### src/rtl/demux1_2_stream.sv
// Registered 1-to-2 stream demultiplexer with per-packet channel lock.
// Optional packet counters are built when DEMUX1_2_STATS_EN is defined.
module demux1_2_stream #(
    parameter int WIDTH = 64
) (
    input  logic             clk,
    input  logic             reset,
    input  logic             in_valid,
    output logic             in_ready,
    input  logic [WIDTH-1:0] in_data,
    input  logic             in_last,
    input  logic             in_sel,
    output logic             out0_valid,
    input  logic             out0_ready,
    output logic [WIDTH-1:0] out0_data,
    output logic             out0_last,
    output logic             out1_valid,
    input  logic             out1_ready,
    output logic [WIDTH-1:0] out1_data,
    output logic             out1_last,
`ifdef DEMUX1_2_STATS_EN
    output logic [15:0]      pkt_cnt0,
    output logic [15:0]      pkt_cnt1,
`endif
    output logic [1:0]       o_dbg_state
);

    // Handshake: a beat transfers on a rising edge where valid && ready;
    // valid never waits on ready, and held data is stable while valid && !ready.

    typedef enum logic [1:0] {
        IDLE   = 2'd0,
        ROUTE0 = 2'd1,
        ROUTE1 = 2'd2
    } state_t;

    state_t            r_state;
    state_t            w_state_nxt;
    logic              w_target;
    logic              w_target_free;
    logic              w_accept;

    logic              r_out0_valid;
    logic [WIDTH-1:0]  r_out0_data;
    logic              r_out0_last;
    logic              r_out1_valid;
    logic [WIDTH-1:0]  r_out1_data;
    logic              r_out1_last;

    // in_sel only matters on a packet's first beat; afterwards the state holds the route.
    always_comb begin
        w_target = 1'b0;
        case (r_state)
            IDLE:    w_target = in_sel;
            ROUTE0:  w_target = 1'b0;
            ROUTE1:  w_target = 1'b1;
            default: w_target = 1'b0;
        endcase
    end

    assign w_target_free = w_target ? (!r_out1_valid || out1_ready)
                                    : (!r_out0_valid || out0_ready);
    assign in_ready = !reset && w_target_free;
    assign w_accept = in_valid && in_ready;

    always_ff @(posedge clk) begin
        if (reset) begin
            r_state <= IDLE;
        end else begin
            r_state <= w_state_nxt;
        end
    end

    always_comb begin
        w_state_nxt = r_state;
        case (r_state)
            IDLE: begin
                if (w_accept && !in_last) begin
                    w_state_nxt = in_sel ? ROUTE1 : ROUTE0;
                end
            end
            ROUTE0, ROUTE1: begin
                if (w_accept && in_last) begin
                    w_state_nxt = IDLE;
                end
            end
            default: w_state_nxt = IDLE;
        endcase
    end

    // A load on a draining slot wins, keeping valid high for back-to-back beats.
    always_ff @(posedge clk) begin
        if (reset) begin
            r_out0_valid <= 1'b0;
            r_out0_data  <= '0;
            r_out0_last  <= 1'b0;
        end else if (w_accept && !w_target) begin
            r_out0_valid <= 1'b1;
            r_out0_data  <= in_data;
            r_out0_last  <= in_last;
        end else if (out0_ready) begin
            r_out0_valid <= 1'b0;
        end
    end

    always_ff @(posedge clk) begin
        if (reset) begin
            r_out1_valid <= 1'b0;
            r_out1_data  <= '0;
            r_out1_last  <= 1'b0;
        end else if (w_accept && w_target) begin
            r_out1_valid <= 1'b1;
            r_out1_data  <= in_data;
            r_out1_last  <= in_last;
        end else if (out1_ready) begin
            r_out1_valid <= 1'b0;
        end
    end

    assign out0_valid  = r_out0_valid;
    assign out0_data   = r_out0_data;
    assign out0_last   = r_out0_last;
    assign out1_valid  = r_out1_valid;
    assign out1_data   = r_out1_data;
    assign out1_last   = r_out1_last;
    assign o_dbg_state = r_state;

`ifdef DEMUX1_2_STATS_EN
    logic [15:0] r_pkt_cnt0;
    logic [15:0] r_pkt_cnt1;

    // Counters saturate rather than wrap so a long run never reports a small count.
    always_ff @(posedge clk) begin
        if (reset) begin
            r_pkt_cnt0 <= '0;
            r_pkt_cnt1 <= '0;
        end else if (w_accept && in_last) begin
            if (!w_target && r_pkt_cnt0 != 16'hFFFF) begin
                r_pkt_cnt0 <= r_pkt_cnt0 + 16'd1;
            end
            if (w_target && r_pkt_cnt1 != 16'hFFFF) begin
                r_pkt_cnt1 <= r_pkt_cnt1 + 16'd1;
            end
        end
    end

    assign pkt_cnt0 = r_pkt_cnt0;
    assign pkt_cnt1 = r_pkt_cnt1;
`endif

endmodule

### config.mk
export PLATFORM = sky130hd
export DESIGN_NAME = demux1_2_stream
export DESIGN_NICKNAME = d
export VERILOG_FILES = /design/src/rtl/demux1_2_stream.sv
export SDC_FILE = /design/constraint.sdc
export NUM_CORES = 1
export LEC_CHECK = 0
export ABC_AREA = 1
export CAP_MARGIN = 30
export CORE_ASPECT_RATIO = 0.75
export CORE_MARGIN = 8
export CORE_UTILIZATION = 42
export CTS_CLUSTER_SIZE = 24
export DETAILED_ROUTE_END_ITERATION = 8
export PLACE_DENSITY = 0.79
export RECOVER_POWER = 100
export SYNTH_ARGS = -nofsm -noshare
export SYNTH_HDL_FRONTEND = slang
export SYNTH_SLANG_ARGS = --single-unit
### constraint.sdc
create_clock -name clk -period 2.1 [get_ports clk]
set_input_delay 0.21 -clock clk [delete_from_list [all_inputs] [get_ports clk]]
set_output_delay 0.21 -clock clk [all_outputs]
set_load 0.02 [all_outputs]
Figure 1. Supply network (run 1).
Bar = 50 um. Pins as bars on the die edge.
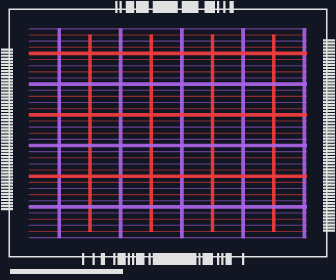
| color | net |
|---|---|
| red | VDD |
| purple | VSS |
rows: 34
met4 straps: 9
met5 straps: 6
met1 rails: 35
signal pins: 206

Figure 2. Cells colored by class (run 1).
Fill, decap, tap and diode cells in gray.
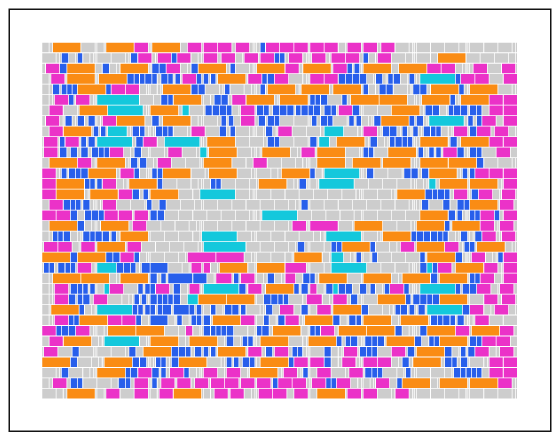
| color | class | cells | share of their area |
|---|---|---|---|
| orange | flip-flops | 134 | 37% |
| magenta | other buffers and delay cells | 216 | 30% |
| cyan | clock drivers and dummy loads | 31 | 7.9% |
| blue | all other logic | 429 | 26% |

Figure 3. Routed clock nets over the placement (run 1).
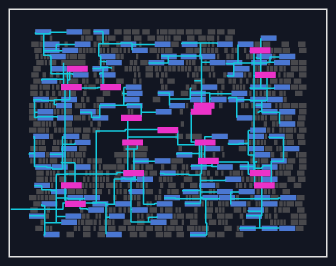
[cyan] clock wires | length: 1620 um
[magenta] cells driving clock nets | count: 17
[blue] flip-flops | count: 134
routed clock nets: 18
flops lie: spread over the die
Worst Skew: 0.00955 ns
clock power share: 33.2%
clk_lat worst skew: 0.41 ns

==> impl_metrics.json, run 1 <==
{
  "outcome": "finished clean",
  "crit_type": "flop to flop",
  "wl_met3_um": 1560,
  "num-multi-input-gates": 354,
  "dr.pass1.iters": 4,
  "p_per_area_mw_per_mm2": 1150,
  "mostFrequentLayoutCell": "nor2_1",
  "warning_count": 29,
  "clk_path_buf_depth": 2,
  "die_area_mm2": 0.0153,
  "period_used_pct": 94.2,
  "track_usage_pct": 19.2,
  "power_frac_comb_pct": 30.0,
  "synthArstFlopShare_pct": 0,
  "cpPeakStageDelay_ns": 0.38,
  "place_area_mm2": 0.00695,
  "fin_area_mm2": 0.00753,
  "synth-edff-count": 0,
  "ys_sh_mux_pct": 0,
  "num-clock-buffers": 23,
  "p_clk_mw": 2.88,
  "yosysMostFrequentCell": "nor2_1",
  "path_clk_slew_ns": 0.06,
  "comb_area_mm2": 0.00163,
  "final_cells": 954,
  "top_power_group": "registers",
  "busiest_layer": "met2",
  "cts_root_buf": "clkbuf_16",
  "nNonClkBuffers": 216,
  "cts.repair.resized": 3,
  "dp_worst_setup_slack_ns": 0.0885,
  "rr_worst_depth": 11,
  "nonClockInverterCount": 75,
  "fillCellCount": 936,
  "slew_violations": 0,
  "grt_pass1_wl_um": 23400,
  "final-clk-cell-share_pct": 7.66,
  "hp-class": "input port to flop",
  "crit_cells": 11,
  "cp-start-kind": "flop",
  "simple_gate_share_pct": 12.6,
  "antenna_found_initial": 0,
  "regArea_mm2": 0.00268,
  "seq_power_share_pct": 36.8,
  "p_leak_nw": 3.21,
  "crit_start": "o_dbg_state[1]",
  "ys_types": 17,
  "tap_cells": 144,
  "nFlopsAndLatches": 134,
  "cts-buffers-inserted": 17,
  "crit_path_end": "out0_data[8]",
  "ys_ff": 134,
  "numClockSinks": 134,
  "cap_viol_max_count": 0,
  "grt_max_degree": 133,
  "use_met2_pct": 32.3,
  "post-cts-setup-buffers": 0,
  "end_kind": "flop",
  "max_freq_mhz": 505,
  "layout_min_cycle_time_ns": 1.98,
  "hold_violations": 0,
  "grt_overflow_total": 0,
  "holdPathStages": 3,
  "ys_sh_xor_pct": 0,
  "synthAoiAreaFrac_pct": 20.4,
  "top_layer": "met4",
  "final_cell_mix": "nor2_1 (138), dfxtp_1 (134), dlygate4sd3_1 (134)",
  "area_share_nonclk_buffers_pct": 28.9,
  "coreArea_mm2": 0.0114,
  "power.internal_mw": 5.86,
  "rrSetupSlack_ns": 0.12,
  "ys_cells": 605,
  "powerSeq_mw": 3.18,
  "r2r_end": "out0_data[8]",
  "use_met3_pct": 9.06,
  "slowest_stage": "dfxtp_1",
  "rr_startpoint": "o_dbg_state[1]",
  "synth_adder_area_share_pct": 0.517,
  "route.met2.wl_um": 7010,
  "holdBufCountCts": 0,
  "ios": 206,
  "pg_comb_mw": 2.60,
  "worst_slack_ns": 0.121,
  "path_cells": "inv_1 -> ha_1 -> nand2_2 -> nand2_2 -> nand2_1 -> nand2_1 -> nor2_4 -> nand3_4 -> buf_12 -> o21ai_0 -> a21oi_1",
  "rsz0062_at_grt": "false",
  "synth.top_cells.by_count": "nor2_1 (138), dfxtp_1 (134), o21ai_0 (78), inv_1 (74), a21oi_1 (67)",
  "yosysWarningCount": 0,
  "drt_wl_total_um": 14900,
  "die_h_um": 109,
  "synthTopCellsByArea": "dfxtp_1 (55%), nor2_1 (11%), o21ai_0 (8.1%), a21oi_1 (6.9%), inv_1 (5.7%)",
  "crit_fanout": 52,
  "yosysChipArea_mm2": 0.00484,
  "holdPathEnd": "out1_data[59]",
  "hold_start": "in_data[59]",
  "place_congestion": 0.768,
  "layout.nets": 871,
  "die_x_um": 140,
  "fin_setup_tns_ns": 0,
  "cp.arrival_ns": 2.27,
  "netlist_instances": 605,
  "comb_share_pct": 21.6
}
Figure 4. Wiring by layer (run 1).
Bar = 50 um. Only two layers are drawn.
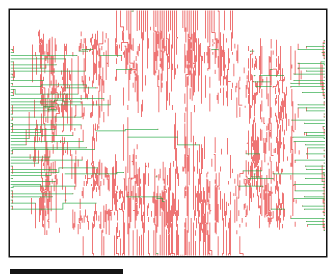

==> run 2: changes to the inputs <==
Settings changed: ABC_AREA 1 to 0, CORE_ASPECT_RATIO 0.75 to 1.4, PLACE_DENSITY 0.79 to 0.8.
Figure 5. Wiring by layer (run 2).
Bar = 20 um. Only two layers are drawn.
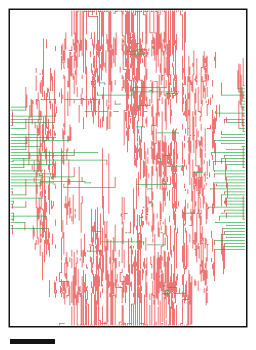
| color | layer | wire length |
|---|---|---|
| red | met2 | 8200 um |
| green | met3 | 1260 um |

==> impl_metrics.json, run 2 <==
{
  "outcome": "finished clean",
  "comb_area_mm2": 0.00185,
  "antenna_found_initial": 0,
  "grt_overflow_total": 0,
  "fin_setup_tns_ns": 0,
  "layout_min_cycle_time_ns": 1.99,
  "ys_ff": 134,
  "path_clk_slew_ns": 0.05,
  "pg_comb_mw": 0.763,
  "nonClockInverterCount": 2,
  "route.met2.wl_um": 8200,
  "rr_worst_depth": 8,
  "regArea_mm2": 0.00268,
  "clk_path_buf_depth": 2,
  "hold_violations": 0,
  "drt_wl_total_um": 15900,
  "holdPathEnd": "out1_data[52]",
  "p_clk_mw": 2.93,
  "coreArea_mm2": 0.0112,
  "num-clock-buffers": 21,
  "die_area_mm2": 0.0150,
  "yosysMostFrequentCell": "nand2_1",
  "crit_type": "flop to primary output",
  "tightest_slew_ns": 0.731,
  "power.internal_mw": 4.89,
  "ys_cells": 599,
  "rr_startpoint": "o_dbg_state[0]",
  "htree_levels": 4,
  "yosysWarningCount": 0,
  "worst_slack_ns": 0.106,
  "mostFrequentLayoutCell": "nand2_1",
  "finClkSkew_ns": 0.00540,
  "drc": 0,
  "synth_adder_area_share_pct": 0.526,
  "slowest_stage": "dfxtp_1",
  "rsz0062_at_grt": "false",
  "ios": 206,
  "crit_cells": 6,
  "cts_root_buf": "clkbuf_16",
  "use_met2_pct": 36.5,
  "ys_sh_xor_pct": 0,
  "synthArstFlopShare_pct": 0,
  "ant_nets": 0,
  "holdPathStages": 3,
  "area_growth_pct": 58.3,
  "fp-row-count": 46,
  "layout.nets": 872,
  "drtIter0Drc": 207,
  "die_h_um": 142,
  "tap_cells": 144,
  "cap_viol_max_count": 0,
  "ys_sh_mux_pct": 0.421,
  "synth_seq_share_pct": 56.4,
  "place_congestion": 0.838,
  "clockPowerShare_pct": 46.0,
  "fp_nets": 672,
  "synthTopCellsByArea": "dfxtp_1 (56%), nand2_1 (21%), a21oi_1 (14%), buf_4 (1.7%), clkbuf_1 (1.7%)",
  "synthAoiAreaFrac_pct": 14.7,
  "grt_pass1_wl_um": 24900,
  "crit_start": "o_dbg_state[0]",
  "warning_count": 27,
  "cp-start-kind": "flop",
  "r2r_end": "out1_data[4]",
  "seq_power_share_pct": 42.1,
  "ys_types": 22,
  "path_cells": "inv_1 -> ha_1 -> a21oi_4 -> mux2i_1 -> nor2_1 -> clkdlybuf4s15_2",
  "die_x_um": 106,
  "hp-class": "input port to flop",
  "crit_path_end": "in_ready",
  "post-cts-setup-buffers": 5,
  "powerSeq_mw": 2.69,
  "vias": 4799,
  "slew_violations": 0,
  "use_met3_pct": 7.67,
  "grt_max_degree": 74,
  "synth-edff-count": 0,
  "dp_worst_setup_slack_ns": 0.0292,
  "simple_gate_share_pct": 22.7,
  "top_power_group": "the clock network",
  "nFlopsAndLatches": 134,
  "cp.arrival_ns": 1.78,
  "rrSetupSlack_ns": 0.13,
  "crit_family": "flip-flops",
  "synth.top_cells.by_count": "nand2_1 (264), dfxtp_1 (134), a21oi_1 (131), clkbuf_1 (21), buf_4 (11)",
  "yosysChipArea_mm2": 0.00475,
  "cts.repair.resized": 5,
  "peakVddDrop_v": 0.000714,
  "max-slew-margin-rel_pct": 51.3,
  "final_cell_mix": "nand2_1 (264), dlygate4sd3_1 (134), dfxtp_1 (133)",
  "netlist_instances": 599,
  "area_share_nonclk_buffers_pct": 29.5,
  "hold_start": "in_data[52]",
  "final-clk-cell-share_pct": 7.82,
  "end_kind": "primary output",
  "dr.pass1.iters": 5,
  "num-multi-input-gates": 420,
  "final_cells": 954,
  "nNonClkBuffers": 224,
  "p_per_area_mw_per_mm2": 848,
  "place_area_mm2": 0.00694,
  "fin_area_mm2": 0.00752,
  "wl_met3_um": 1260,
  "portBuffers": 205,
  "cts-buffers-inserted": 17,
  "numClockSinks": 134,
  "crit_fanout": 3,
  "fillCellCount": 942,
  "insertion_delay_ns": 0.40,
  "cpPeakStageDelay_ns": 0.33,
  "period_used_pct": 95.0,
  "busiest_layer": "met2",
  "track_usage_pct": 20.6,
  "p_leak_nw": 3.07,
  "comb_share_pct": 24.5,
  "setup_viol": 0,
  "holdBufCountCts": 0,
  "top_layer": "met4",
  "power_frac_comb_pct": 12.0,
  "max_freq_mhz": 501
}
Figure 6. Cells colored by class (run 2).
Fill, decap, tap and diode cells in gray.
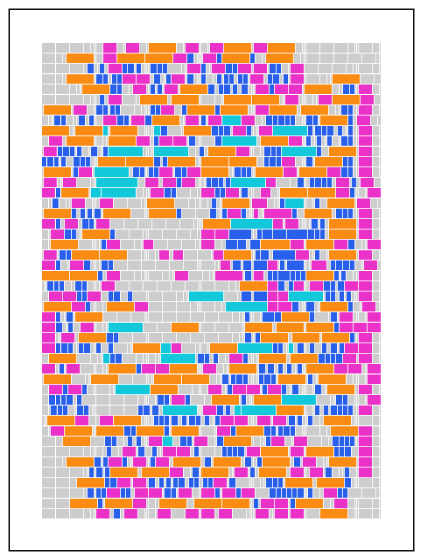
| color | class | cells | share of their area |
|---|---|---|---|
| cyan | clock drivers and dummy loads | 30 | 8.0% |
| magenta | other buffers and delay cells | 224 | 30% |
| orange | flip-flops | 134 | 37% |
| blue | all other logic | 422 | 25% |

Figure 7. Clock wiring as the flow saved it (run 2).
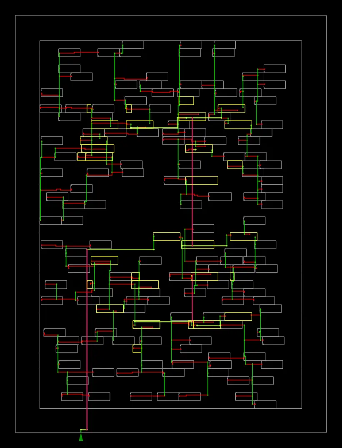

==> run 3: changes to the inputs <==
Settings changed: SKIP_CTS_REPAIR_TIMING set to 1.
Figure 8. Clock wiring as the flow saved it (run 3).
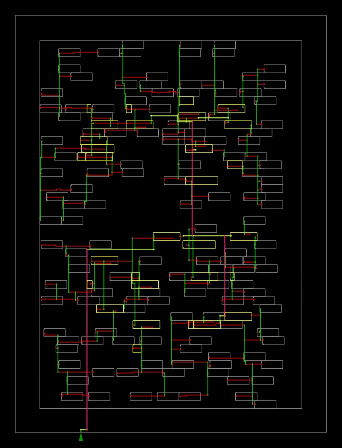
CTS Sinks: 134
CLK BUF: 21
clk_lat worst skew: 0.40 ns

==> impl_metrics.json, run 3 <==
{
  "die_x_um": 106,
  "largest_cell_class": "sequential cells",
  "grt_pass1_vias": 4801,
  "route.met2.wl_um": 8190,
  "dp_hpwl_um": 11400,
  "layout.nets": 869,
  "use_met3_pct": 7.54,
  "busiest_layer": "met2",
  "period_used_pct": 96.9,
  "cp_num_buf_inv": 2,
  "cpPeakStageDelay_ns": 0.38,
  "portBuffers": 205,
  "synthFlopType": "dfxtp_1",
  "grtUsageMet1_pct": 19.6,
  "area_growth_pct": 58.9,
  "crit_cells": 6,
  "final-clk-cell-share_pct": 7.78,
  "htree_levels": 4,
  "utilization_pct": 67.7,
  "hp-class": "input port to flop",
  "num-multi-input-gates": 420,
  "holdPathStages": 3,
  "nonClockInverterCount": 2,
  "fillCellCount": 938,
  "drive_gt1_share_pct": 6.57,
  "clk_path_buf_depth": 2,
  "seq_area_share_pct": 35.5,
  "finalPower_mw": 6.38,
  "final_cell_mix": "nand2_1 (264), dfxtp_1 (134), a21oi_1 (131), dlygate4sd3_1 (131), clkdlybuf4s50_1 (72)",
  "drc": 0,
  "critPathRequiredTime_ns": 1.89,
  "yosysMostFrequentCell": "nand2_1",
  "end_kind": "primary output",
  "synth.top_cells.by_count": "nand2_1 (264), dfxtp_1 (134), a21oi_1 (131), clkbuf_1 (21), buf_4 (11)",
  "holdPathEnd": "out1_data[52]",
  "crit_type": "flop to primary output",
  "p_switching_mw": 1.48,
  "tightest_slew_ns": 0.724,
  "fp-row-count": 46,
  "use_met2_pct": 37.0,
  "mostFrequentLayoutCell": "nand2_1",
  "hold_violations": 0,
  "fin_setup_tns_ns": 0,
  "nNonClkBuffers": 221,
  "synthTopCellsByArea": "dfxtp_1 (56%), nand2_1 (21%), a21oi_1 (14%), buf_4 (1.7%), clkbuf_1 (1.7%)",
  "comb_area_mm2": 0.00185,
  "slowest_stage": "dfxtp_1",
  "antenna_found_initial": 0,
  "synthAoiAreaFrac_pct": 14.7,
  "wl_met1_um": 5550,
  "drtIter0Drc": 202,
  "num_antenna_cells": 0,
  "tap_cells": 144,
  "slew_violations": 0,
  "avgSynthCellArea_um2": 7.94,
  "yosysChipArea_mm2": 0.00475,
  "crit_start": "o_dbg_state[1]",
  "p_sw_share_pct": 23.2,
  "coreArea_mm2": 0.0112,
  "place_area_mm2": 0.00694,
  "power.internal_mw": 4.90,
  "post-synth-top-area-cell": "dfxtp_1",
  "p_per_area_mw_per_mm2": 845,
  "hold_start": "in_data[52]",
  "regArea_mm2": 0.00268,
  "max-slew-margin-rel_pct": 51.7,
  "rr_startpoint": "o_dbg_state[1]",
  "powerSeq_mw": 2.69,
  "dp_cells": 919,
  "place_congestion": 0.838,
  "p_leak_nw": 3.07,
  "ys_types": 22,
  "crit_fanout": 5,
  "rrSetupSlack_ns": 0.24,
  "grt_overflow_total": 0,
  "fp_util_pct": 42.6,
  "grt_max_degree": 74,
  "clockPowerShare_pct": 45.8,
  "netlist_instances": 599,
  "cap_viol_max_count": 0,
  "synth_seq_share_pct": 56.4,
  "via_per_inst": 4.96,
  "grt_pass1_wl_um": 24600,
  "ys_sh_xor_pct": 0,
  "synth_adder_area_share_pct": 0.526,
  "setup_viol": 0,
  "ys_ff": 134,
  "dr.pass1.iters": 5,
  "max_freq_mhz": 491,
  "warning_count": 27,
  "cp.arrival_ns": 1.82,
  "layout_min_cycle_time_ns": 2.03,
  "comb_share_pct": 24.5,
  "simple_gate_share_pct": 22.7,
  "yosysWarningCount": 0,
  "peakVddDrop_v": 0.000714,
  "cp-start-kind": "flop",
  "top_power_group": "the clock network",
  "synthArstFlopShare_pct": 0,
  "wl_met3_um": 1200,
  "nFlopsAndLatches": 134,
  "finClkSkew_ns": 0.00592,
  "hold_slack_ns": 0.382,
  "crit_family": "flip-flops",
  "top_layer": "met4",
  "die_h_um": 142,
  "cts_tree": "done",
  "seq_power_share_pct": 42.1,
  "pg_comb_mw": 0.774,
  "final_cells": 951,
  "outcome": "finished clean",
  "ys_sh_mux_pct": 0.421,
  "worst_slack_ns": 0.0651,
  "fp_nets": 672,
  "path_cells": "inv_1 -> ha_2 -> a21oi_4 -> mux2i_2 -> nor2_1 -> dlymetal6s2s_1",
  "cts-buffers-inserted": 17,
  "synthTopLogicFamily": "simple AND/OR/NAND/NOR gates",
  "yosys.area.top_type_share_pct": 56.4,
  "r2r_end": "out0_data[41]",
  "p_clk_mw": 2.92,
  "ant_nets": 0,
  "dp_worst_setup_slack_ns": 0.0292,
  "die_area_mm2": 0.0150,
  "synthesis.area_mm2": 0.00475,
  "rr_worst_depth": 8,
  "ys_cells": 599,
  "ios": 206,
  "synth-edff-count": 0,
  "area_share_nonclk_buffers_pct": 29.7,
  "crit_path_end": "in_ready",
  "cts_root_buf": "clkbuf_16",
  "path_clk_slew_ns": 0.05,
  "fin_area_mm2": 0.00755,
  "power_frac_comb_pct": 12.1
}
Figure 9. Wiring by layer (run 3).
Bar = 20 um. Only two layers are drawn.
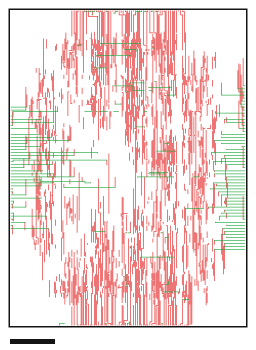
Routed WL per cell: 16.5 um
GRT Util Overall: 20.5%
drt total wl: 15700 um
vias post-DR: 4718

Power figures rest on the tool's default switching activity, not on a simulated workload.
